$ cat config.mk
export PLATFORM = sky130hd
export DESIGN_NAME = spi_slave_flat
export DESIGN_NICKNAME = d
export VERILOG_FILES = /design/src/rtl/spi_pkg.sv /design/src/rtl/spi_slave_if.sv /design/src/rtl/spi_sync.sv /design/src/rtl/spi_slave.sv /design/src/flat_wrapper.sv
export SDC_FILE = /design/constraint.sdc
export NUM_CORES = 1
export LEC_CHECK = 0
export CELL_PAD_IN_SITES_DETAIL_PLACEMENT = 0
export CELL_PAD_IN_SITES_GLOBAL_PLACEMENT = 1
export CORE_MARGIN = 4
export CORE_UTILIZATION = 41
export DETAILED_ROUTE_END_ITERATION = 10
export PLACE_DENSITY_LB_ADDON = 0.2
export SLEW_MARGIN = 0
export SYNTH_ARGS = -nofsm -noshare
export SYNTH_HDL_FRONTEND = slang
export SYNTH_HIERARCHICAL = 1
export SYNTH_SLANG_ARGS = --single-unit
$ cat constraint.sdc
create_clock -name clk -period 1.75 [get_ports clk]
set_input_delay 0.2625 -clock clk [delete_from_list [all_inputs] [get_ports clk]]
set_output_delay 0.2625 -clock clk [all_outputs]
set_load 0.1 [all_outputs]
$ cat src/rtl/spi_pkg.sv
// Shared SPI types and mode helpers used by the SPI master and slave.
package spi_pkg;

    typedef enum logic [1:0] {
        MODE0 = 2'b00,
        MODE1 = 2'b01,
        MODE2 = 2'b10,
        MODE3 = 2'b11
    } spi_mode_t;

    typedef enum logic {
        IDLE   = 1'b0,
        ACTIVE = 1'b1
    } spi_slave_state_t;

    function automatic logic cpol(input spi_mode_t m);
        return m[1];
    endfunction

    function automatic logic cpha(input spi_mode_t m);
        return m[0];
    endfunction

endpackage

$ cat src/rtl/spi_slave_if.sv
// Bus-side and user-side signals of the SPI slave, grouped for port passing.
interface spi_slave_if;
    logic       sclk;
    logic       cs_n;
    logic       mosi;
    logic [1:0] mode;
    logic [7:0] tx_data;
    logic       tx_load;
    logic       tx_ready;
    logic       miso;
    logic       miso_oe;
    logic [7:0] rx_data;
    logic       rx_valid;
    logic       tx_underrun;
    logic       busy;

    modport slave (
        input  sclk, cs_n, mosi, mode, tx_data, tx_load,
        output tx_ready, miso, miso_oe, rx_data, rx_valid, tx_underrun, busy
    );

    modport master (
        output sclk, cs_n, mosi, mode, tx_data, tx_load,
        input  tx_ready, miso, miso_oe, rx_data, rx_valid, tx_underrun, busy
    );
endinterface

$ cat src/rtl/spi_sync.sv
// 1-bit multi-flop synchronizer; reset value is a constant or taken from a port.
module spi_sync #(
    parameter int SYNC_STAGES     = 2,
    parameter bit RESET_VAL       = 1'b0,
    parameter bit RESET_FROM_PORT = 1'b0
) (
    input  logic clk,
    input  logic rst,
    input  logic i_async,
    input  logic i_rst_val,
    output logic o_sync
);

    logic [SYNC_STAGES-1:0] r_sync;
    logic                   w_rst_val;

    assign w_rst_val = RESET_FROM_PORT ? i_rst_val : RESET_VAL;

    always_ff @(posedge clk) begin
        if (rst) begin
            r_sync <= {SYNC_STAGES{w_rst_val}};
        end else begin
            r_sync <= {r_sync[SYNC_STAGES-2:0], i_async};
        end
    end

    assign o_sync = r_sync[SYNC_STAGES-1];

endmodule

$ cat src/rtl/spi_slave.sv
// Byte-oriented SPI slave, all four CPOL/CPHA modes, one-deep TX holding buffer.
module spi_slave
    import spi_pkg::*;
#(
    parameter int         SYNC_STAGES = 2,
    parameter logic [7:0] DEFAULT_TX  = 8'hFF
) (
    input logic        clk,
    input logic        rst,
    spi_slave_if.slave bus
);

    logic w_sclk_s, w_cs_s, w_mosi_s;

    spi_sync #(.SYNC_STAGES(SYNC_STAGES), .RESET_VAL(1'b0), .RESET_FROM_PORT(1'b1)) u_sync_sclk (
        .clk(clk), .rst(rst), .i_async(bus.sclk), .i_rst_val(bus.mode[1]), .o_sync(w_sclk_s)
    );
    spi_sync #(.SYNC_STAGES(SYNC_STAGES), .RESET_VAL(1'b1), .RESET_FROM_PORT(1'b0)) u_sync_cs (
        .clk(clk), .rst(rst), .i_async(bus.cs_n), .i_rst_val(1'b0), .o_sync(w_cs_s)
    );
    spi_sync #(.SYNC_STAGES(SYNC_STAGES), .RESET_VAL(1'b0), .RESET_FROM_PORT(1'b0)) u_sync_mosi (
        .clk(clk), .rst(rst), .i_async(bus.mosi), .i_rst_val(1'b0), .o_sync(w_mosi_s)
    );

    logic r_sclk_prev, r_cs_prev;
    logic r_sclk_rise, r_sclk_fall, r_cs_fall, r_cs_rise;

    // Registered edge flags add the one cycle beyond the synchronizer depth.
    always_ff @(posedge clk) begin
        if (rst) begin
            r_sclk_prev <= bus.mode[1];
            r_cs_prev   <= 1'b1;
            r_sclk_rise <= 1'b0;
            r_sclk_fall <= 1'b0;
            r_cs_fall   <= 1'b0;
            r_cs_rise   <= 1'b0;
        end else begin
            r_sclk_prev <= w_sclk_s;
            r_cs_prev   <= w_cs_s;
            r_sclk_rise <= w_sclk_s & ~r_sclk_prev;
            r_sclk_fall <= ~w_sclk_s & r_sclk_prev;
            r_cs_fall   <= ~w_cs_s & r_cs_prev;
            r_cs_rise   <= w_cs_s & ~r_cs_prev;
        end
    end

    spi_slave_state_t r_state;
    spi_mode_t        r_mode;
    logic [2:0]       r_bit_cnt;
    logic [7:0]       r_shift_in, r_shift_out, r_rx_data, r_tx_buf;
    logic             r_tx_full, r_rx_valid, r_underrun;

    logic       w_sample, w_shift, w_consume;
    logic [7:0] w_next_tx;

    assign w_sample  = (cpol(r_mode) ^ cpha(r_mode)) ? r_sclk_fall : r_sclk_rise;
    assign w_shift   = (cpol(r_mode) ^ cpha(r_mode)) ? r_sclk_rise : r_sclk_fall;
    assign w_consume = ((r_state == IDLE) && r_cs_fall) ||
                       ((r_state == ACTIVE) && !r_cs_rise && w_sample && (r_bit_cnt == 3'd7));
    assign w_next_tx = r_tx_full ? r_tx_buf : DEFAULT_TX;

    always_ff @(posedge clk) begin
        if (rst) begin
            r_state     <= IDLE;
            r_mode      <= MODE0;
            r_bit_cnt   <= '0;
            r_shift_in  <= '0;
            r_shift_out <= '0;
            r_rx_data   <= '0;
            r_tx_buf    <= '0;
            r_tx_full   <= 1'b0;
            r_rx_valid  <= 1'b0;
            r_underrun  <= 1'b0;
        end else begin
            r_rx_valid <= 1'b0;
            r_underrun <= w_consume && !r_tx_full;

            if (w_consume) begin
                r_shift_out <= w_next_tx;
                r_tx_full   <= 1'b0;
            end
            // A load on an empty buffer wins over a same-cycle consumption.
            if (bus.tx_load && !r_tx_full) begin
                r_tx_buf  <= bus.tx_data;
                r_tx_full <= 1'b1;
            end

            case (r_state)
                IDLE: begin
                    if (r_cs_fall) begin
                        r_mode    <= spi_mode_t'(bus.mode);
                        r_bit_cnt <= '0;
                        r_state   <= ACTIVE;
                    end
                end
                ACTIVE: begin
                    if (r_cs_rise) begin
                        r_state   <= IDLE;
                        r_bit_cnt <= '0;
                    end else if (w_sample) begin
                        r_shift_in <= {r_shift_in[6:0], w_mosi_s};
                        r_bit_cnt  <= r_bit_cnt + 3'd1;
                        if (r_bit_cnt == 3'd7) begin
                            r_rx_data  <= {r_shift_in[6:0], w_mosi_s};
                            r_rx_valid <= 1'b1;
                        end
                    end else if (w_shift && (r_bit_cnt != 3'd0)) begin
                        r_shift_out <= {r_shift_out[6:0], 1'b0};
                    end
                end
                default: r_state <= IDLE;
            endcase
        end
    end

    assign bus.busy        = (r_state == ACTIVE);
    assign bus.miso_oe     = (r_state == ACTIVE);
    assign bus.miso        = (r_state == ACTIVE) & r_shift_out[7];
    assign bus.tx_ready    = ~r_tx_full;
    assign bus.rx_data     = r_rx_data;
    assign bus.rx_valid    = r_rx_valid;
    assign bus.tx_underrun = r_underrun;

endmodule
$ cat src/flat_wrapper.sv
// flat-port wrapper written by rule: the top's interface ports become plain ports
module spi_slave_flat import spi_pkg::*;
#(
    parameter int         SYNC_STAGES = 2,
    parameter logic [7:0] DEFAULT_TX  = 8'hFF
)
  (clk, rst, bus_sclk, bus_cs_n, bus_mosi, bus_mode, bus_tx_data, bus_tx_load, bus_tx_ready, bus_miso, bus_miso_oe, bus_rx_data, bus_rx_valid, bus_tx_underrun, bus_busy);
  spi_slave_if bus_i ();
  input logic clk;
  input logic rst;
  input wire logic [$bits(bus_i.sclk)-1:0] bus_sclk;
  input wire logic [$bits(bus_i.cs_n)-1:0] bus_cs_n;
  input wire logic [$bits(bus_i.mosi)-1:0] bus_mosi;
  input wire logic [$bits(bus_i.mode)-1:0] bus_mode;
  input wire logic [$bits(bus_i.tx_data)-1:0] bus_tx_data;
  input wire logic [$bits(bus_i.tx_load)-1:0] bus_tx_load;
  output wire logic [$bits(bus_i.tx_ready)-1:0] bus_tx_ready;
  output wire logic [$bits(bus_i.miso)-1:0] bus_miso;
  output wire logic [$bits(bus_i.miso_oe)-1:0] bus_miso_oe;
  output wire logic [$bits(bus_i.rx_data)-1:0] bus_rx_data;
  output wire logic [$bits(bus_i.rx_valid)-1:0] bus_rx_valid;
  output wire logic [$bits(bus_i.tx_underrun)-1:0] bus_tx_underrun;
  output wire logic [$bits(bus_i.busy)-1:0] bus_busy;
  assign bus_i.sclk = bus_sclk;
  assign bus_i.cs_n = bus_cs_n;
  assign bus_i.mosi = bus_mosi;
  assign bus_i.mode = bus_mode;
  assign bus_i.tx_data = bus_tx_data;
  assign bus_i.tx_load = bus_tx_load;
  assign bus_tx_ready = bus_i.tx_ready;
  assign bus_miso = bus_i.miso;
  assign bus_miso_oe = bus_i.miso_oe;
  assign bus_rx_data = bus_i.rx_data;
  assign bus_rx_valid = bus_i.rx_valid;
  assign bus_tx_underrun = bus_i.tx_underrun;
  assign bus_busy = bus_i.busy;
  spi_slave #(.SYNC_STAGES(SYNC_STAGES), .DEFAULT_TX(DEFAULT_TX)) u_core (.clk(clk), .rst(rst), .bus(bus_i));
endmodule
==> results.toml, run 1 <==
# physical design summary
[cts]
cts_sinks = 52
cts_hold_buf = 0
cts_buffer_depth = 2
clk_pin_slew_ps = 90
cts_max_level = 2
insertion_delay_ps = 300
numCtsBuffers = 5
cts_tree = "done"
cts_root_buf = "clkbuf_8"

[global_routing]
grt-ovfl-total = 0
grtUsageMet3 = 0.0340
met1_usage = 0.174
grt_max_degree = 38
grt_pass1_wl_um = 6440
top_usage_layer = "met2"
antenna_found_initial = 0
met2_usage = 0.199
grt_pass1_vias = 1430

[power]
p_sw_uw = 503
cellPowerDensity_nw_per_um2 = 819
static-leakage-power_nw = 0.945
sw_frac_of_total = 0.236
pwr-share-comb = 0.089
p_comb_uw = 190
clkPwrFrac = 0.328
power_frac_seq = 0.582
intPower_mw = 1.63
power_leader = "sequential cells"
clk-power_uw = 700
ir_drop_mv = 0.548

[flow_run]
tool_warnings = 28
maxCapViolCount = 0

[timing]
timing.final.ws_setup_ps = 136
holdWs_ps = 290
clock.fmax_ghz = 0.620
hold_viol = 0
finalSetupViolCount = 0
fin_crit_ps = 1610
fin_crit_sh = 0.922
relSlewSlack = 0.739
worstMarginPinSlew_ps = 391
slew_violations = 0
clock_skew_ps = 3.96

[synth]
synth_cells = 215
ys_warn_count = 6
synth_nets = 234
netlist_area_um2 = 2060
synth_area_per_cell_um2 = 9.56

[drt]
dr.pass1.iters = 4
top_layer = "met4"
wl_met2_um = 1760
via_per_inst = 4.84
wl_met1_um = 1910
vias = 1524
drt_iter0_drc = 75
wl_met3_um = 136
postRouteAntennaNets = 0
drc = 0

[setup_path]
crit_type = "reg -> reg"
crit_required_ps = 1930
path_buffers = 0
timing.rr.start = "u_core/r_mode[0]$_SDFFE_PP0P_"
reg2reg_to = "u_core/r_bit_cnt[2]$_SDFFE_PP0P_"
crit_path_start_kind = "flop"
critPathCapture = "u_core/r_bit_cnt[2]$_SDFFE_PP0P_"
critPathMaxFanout = 10
critical-path-top-delay-family = "flip-flops"
critPathMaxStageDelay_ps = 400
cp.depth = 5
reg2reg_depth = 5
arrival_ps = 1790
crit_chain = "xor2_2 -> mux2_2 -> and2b_2 -> a22oi_1 -> nor2_1"
worst-r2r-setup-slack_ps = 140
timing.critical_path.to_type = "flop"
critPathSlowestCell = "dfxtp_2"
crit_start = "u_core/r_mode[0]$_SDFFE_PP0P_"

[placement]
place_area_um2 = 2490
dpl_worst_slack_ps = -8.38
dp_hpwl_um = 2560
port_buffers = 29
gp_congestion = 0.713

[final_layout]
lay_top_cells = "dfxtp_1, nand2_1, nor2_1"
fillCellCount = 453
num_antenna_cells = 0
layout-drive-gt1-share = 0.194
comb_area_um2 = 907
layout_top_cell = "dfxtp_1"
final_cell_area_um2 = 2600
fin_nets = 266
synthToLayoutAreaGrowth_pct = 26.6

[floorplanning]
dieArea_um2 = 6210
io_pins = 30
rows = 25
die_h_um = 78.8
die_w_um = 78.8
core_um2 = 4790
fp_util = 0.430

[worst_hold_path]
worstHoldStart = "rst"
min_to = "u_core/r_mode[1]$_SDFFE_PP0P_"
whs_path_depth = 2
hold_class = "in -> reg"

[run_status]
status = "complete, no violations"
## run 1: area by class of cell
| type | count | area share |
|---|---|---|
| Sequential cell | 52 | 0.401 |
| Multi-Input combinational cell | 147 | 0.349 |
| Timing Repair Buffer | 36 | 0.174 |
| Clock buffer | 7 | 0.0332 |
| Tap cell | 67 | 0.0322 |
| Inverter | 5 | 0.00769 |
| Clock inverter | 1 | 0.00288 |
## run 1: what timing repair did
item,in CTS,in global routing
setup buffers,0,0
pin swaps,0,0
resized,1,8
endpoints found under the hold margin,0,0
endpoints found under the setup margin,2,18
## run 1: metrics by stage
stage	std cells	utilization	power [mW]	TNS, ps
floorplan	215	-	1.39	-20.4
global placement	307	0.521	1.46	0
detailed placement	307	0.521	1.46	-14.0
CTS	315	0.540	2.16	0
global route	315	0.544	2.22	-3.02
finish	315	0.544	2.13	0
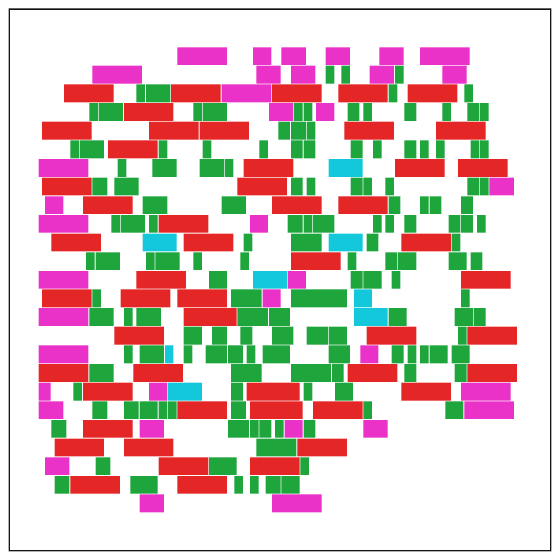
Run 1: cell classes on the final placement
[green] all other logic | cells: 152 | share of their area: 37%
[red] flip-flops | cells: 52 | share of their area: 41%
[magenta] other buffers and delay cells | cells: 36 | share of their area: 18%
[cyan] clock drivers and dummy loads | cells: 8 | share of their area: 3.7%

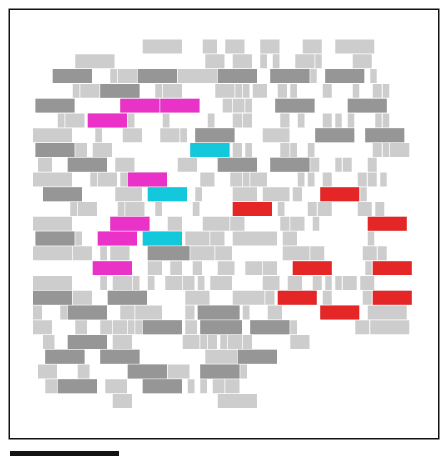
Run 1: where the registers sit
The bar under the picture is 20 µm long.
[cyan] u_core/r_bit_cnt | sequential cells: 3
[magenta] u_core/r_shift_in | sequential cells: 7
[red] u_core/r_shift_out | sequential cells: 8 | where: right middle
not coloured: 34
Seq group: 1.24 mW
final core occ: 0.544
sequential share of cell area: 0.401
Flop area: 1040 µm²

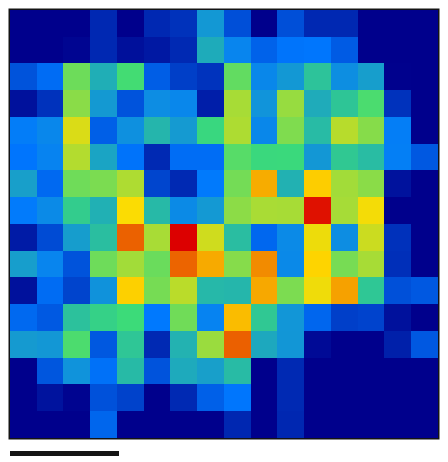
Run 1: routed metal per tile
The bar under the picture is 20 µm long. The die is cut into 16 by 16 equal tiles; dark blue is low, red is high, scaled to the fullest tile. Values are wire area over tile area, all layers added.
tiles over half the peak: 22%
mean over tiles: 0.096
nearly empty tiles: 22%
densest ninth of the die: middle
fullest tile: 0.33
emptiest ninth of the die: bottom right
total wire length: 3850 µm
DR WL/cell: 12.2 µm
GRT Total Usage: 0.129

Run 1, congestion heat map:
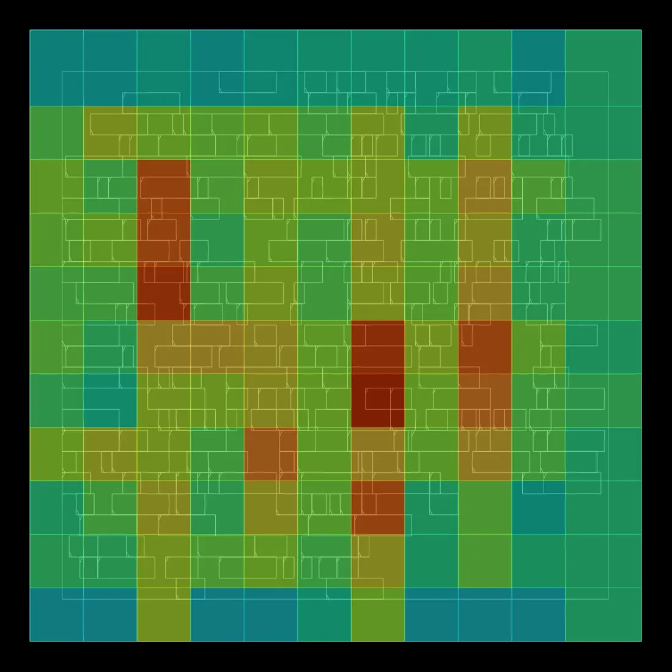

==> run 2, diff against run 1 <==
--- a/config.mk
+++ b/config.mk
@@ -5,10 +5,12 @@
 export SDC_FILE = /design/constraint.sdc
 export NUM_CORES = 1
 export LEC_CHECK = 0
+export ABC_AREA = 1
 export CELL_PAD_IN_SITES_DETAIL_PLACEMENT = 0
 export CELL_PAD_IN_SITES_GLOBAL_PLACEMENT = 1
-export CORE_MARGIN = 4
-export CORE_UTILIZATION = 41
+export CORE_MARGIN = 2
+export CORE_UTILIZATION = 39
+export CTS_CLUSTER_SIZE = 10
 export DETAILED_ROUTE_END_ITERATION = 10
 export PLACE_DENSITY_LB_ADDON = 0.2
 export SLEW_MARGIN = 0
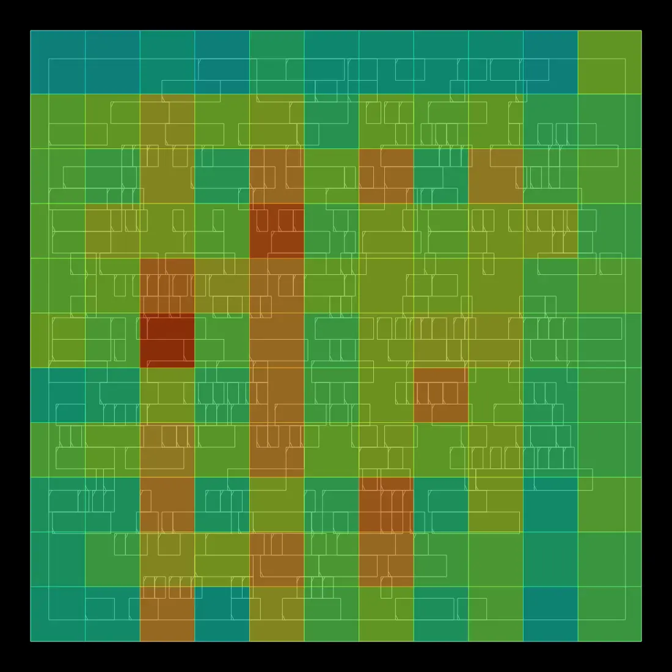
Run 2: congestion heat map
met2 Usage GRT: 0.254
GR Util met1: 0.166
GRT met3 Usage: 0.0388
DR WL/cell: 10.7 µm
busiest grt layer: met2

==> run 2 against run 1 <==
First-iteration DRC count grew 55%. Core utilization down 2.9 points. Total power increased by 7.0%. Critical path depth grew 3. Sequential share of layout area decreased by 0.72 points. Combinational power rose by 15%. Routed wire length up 1.9%. Sequential cell count unchanged. Sequential power hardly changed. Critical endpoint is now u_core/bus.rx_data[4]$_SDFFE_PP0P_. Largest cell class unchanged.
==> results.toml, run 2 <==
# physical design summary
[final_layout]
num_antenna_cells = 0
utilization = 0.514
clkbuf_count = 6
num-nonclk-inverters = 26
layout.nonclk_buf_frac = 0.165
largest_class = "registers"
fin_nets = 315
fillCellCount = 516
layout.comb_gates.multi_input = 178
flop_area_um2 = 1040
seq_area_frac = 0.394
synthToLayoutAreaGrowth_pct = 27.2
final_cell_area_um2 = 2640
comb_area_um2 = 868
lay_top_cells = "nand2_1, dfxtp_1, nor2_1"
flop-count = 52
clock_area_frac = 0.0421
layout-drive-gt1-share = 0.155
n_all_buffers = 33
comb_share = 0.328
final_cells = 367
layout_top_cell = "nand2_1"

[floorplanning]
fp_util = 0.404
io_pins = 30
rows = 26
die_h_um = 77
dieArea_um2 = 5930
core_um2 = 5140
taps = 70
die_w_um = 77

[flow_run]
tool_warnings = 27
maxCapViolCount = 0

[synth]
synth_nets = 286
ys_warn_count = 6
synth_cells = 267
synth_area_per_cell_um2 = 7.78
netlist_area_um2 = 2080

[global_routing]
grt-ovfl-total = 0
grt_pass1_wl_um = 6890
grt_max_degree = 25
antenna_found_initial = 0
grt_pass1_vias = 1622

[power]
pwr-share-comb = 0.096
cellPowerDensity_nw_per_um2 = 863
fin_total_pwr_mw = 2.28
static-leakage-power_nw = 1.11
sw_frac_of_total = 0.234
power_frac_seq = 0.547
ir_drop_mv = 0.602
clkPwrFrac = 0.358
intPower_mw = 1.75
p_sw_uw = 534

[worst_hold_path]
worstHoldStart = "u_core/u_sync_mosi/r_sync[0]$_SDFF_PP0_"
min_to = "u_core/u_sync_mosi/r_sync[1]$_SDFF_PP0_"
whs_path_depth = 2
hold_class = "reg -> reg"

[timing]
relSlewSlack = 0.781
holdWs_ps = 411
timing.final.ws_setup_ps = 241
finalSetupViolCount = 0
clock_skew_ps = 6.34
fin_crit_ps = 1510
fin_crit_sh = 0.862
slew_violations = 0
clock.fmax_ghz = 0.663
setup_tns_ps = 0
hold_viol = 0
rsz0062_at_grt = "no"
worstMarginPinSlew_ps = 328

[drt]
dr.pass1.iters = 4
top_layer = "met4"
drc = 0
via_per_inst = 4.66
drt_iter0_drc = 116
routed_wl_um = 3920
wl_met2_um = 1930
postRouteAntennaNets = 0
wl_met3_um = 181
wl_met1_um = 1770

[setup_path]
crit_path_start_kind = "flop"
crit_start = "u_core/r_mode[1]$_SDFFE_PP0P_"
arrival_ps = 1750
timing.critical_path.to_type = "flop"
crit_required_ps = 1990
critPathMaxFanout = 24
critPathCapture = "u_core/bus.rx_data[4]$_SDFFE_PP0P_"
worst-r2r-setup-slack_ps = 240
reg2reg_depth = 8
reg2reg_to = "u_core/bus.rx_data[4]$_SDFFE_PP0P_"
timing.rr.start = "u_core/r_mode[1]$_SDFFE_PP0P_"
crit_type = "reg -> reg"

[cts]
postCtsSetupBuffers = 0
cts_root_buf = "clkbuf_8"
clk_pin_slew_ps = 90
ctsResizeCount = 0
cts_sinks = 52
cts_hold_buf = 0
numCtsBuffers = 5
cts_max_level = 2
insertion_delay_ps = 300
cts_buffer_depth = 2
cts_tree = "done"

[placement]
dp.cells = 359
place_area_um2 = 2530
dpl_worst_slack_ps = 241
port_buffers = 29
gp_congestion = 0.749
dp_hpwl_um = 2760

[run_status]
status = "complete, no violations"
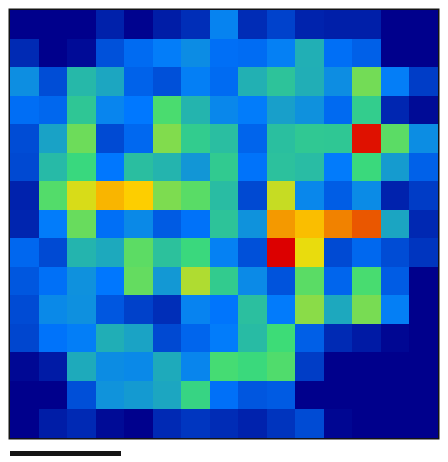
Run 2: routed metal per tile
The bar under the picture is 20 µm long. The die is cut into 15 by 15 equal tiles; dark blue is low, red is high, scaled to the fullest tile. Values are wire area over tile area, all layers added.
nearly empty tiles: 14%
fullest tile: 0.39
emptiest ninth of the die: bottom right
mean over tiles: 0.10
GRT Total Usage: 0.142
via count: 1710

-- run 2: cell count changes in the layout (fill, tap and decap cells not counted), moves of 6 or more --
cell,previous run,this run
o21ai_0,5,15
nor2_1,28,44
mux2i_1,16,0
nand3_1,0,11
o21ai_1,3,9
nand2_1,31,55
o211ai_1,7,0
inv_1,4,22
a21oi_2,0,8
-- run 2: critical path, stage by stage, from the launching register on --
cell	delay (ps)
dfxtp_1	360
inv_1	80
nand2_1	100
nand3_2	90
nand2_4	110
nand3_4	270
inv_2	210
nand2_1	100
o21ai_1	130
-- run 2: power groups by stage --
stage               sequential, mW  combinational (mW)  clock (mW)
floorplan                     1.28               0.132           0
global placement              1.27               0.219           0
detailed placement            1.28               0.220           0
CTS                           1.25               0.222       0.847
global route                  1.25               0.244       0.889
finish                        1.25               0.218       0.816
Power figures rest on the tool's default switching activity, not on a simulated workload.
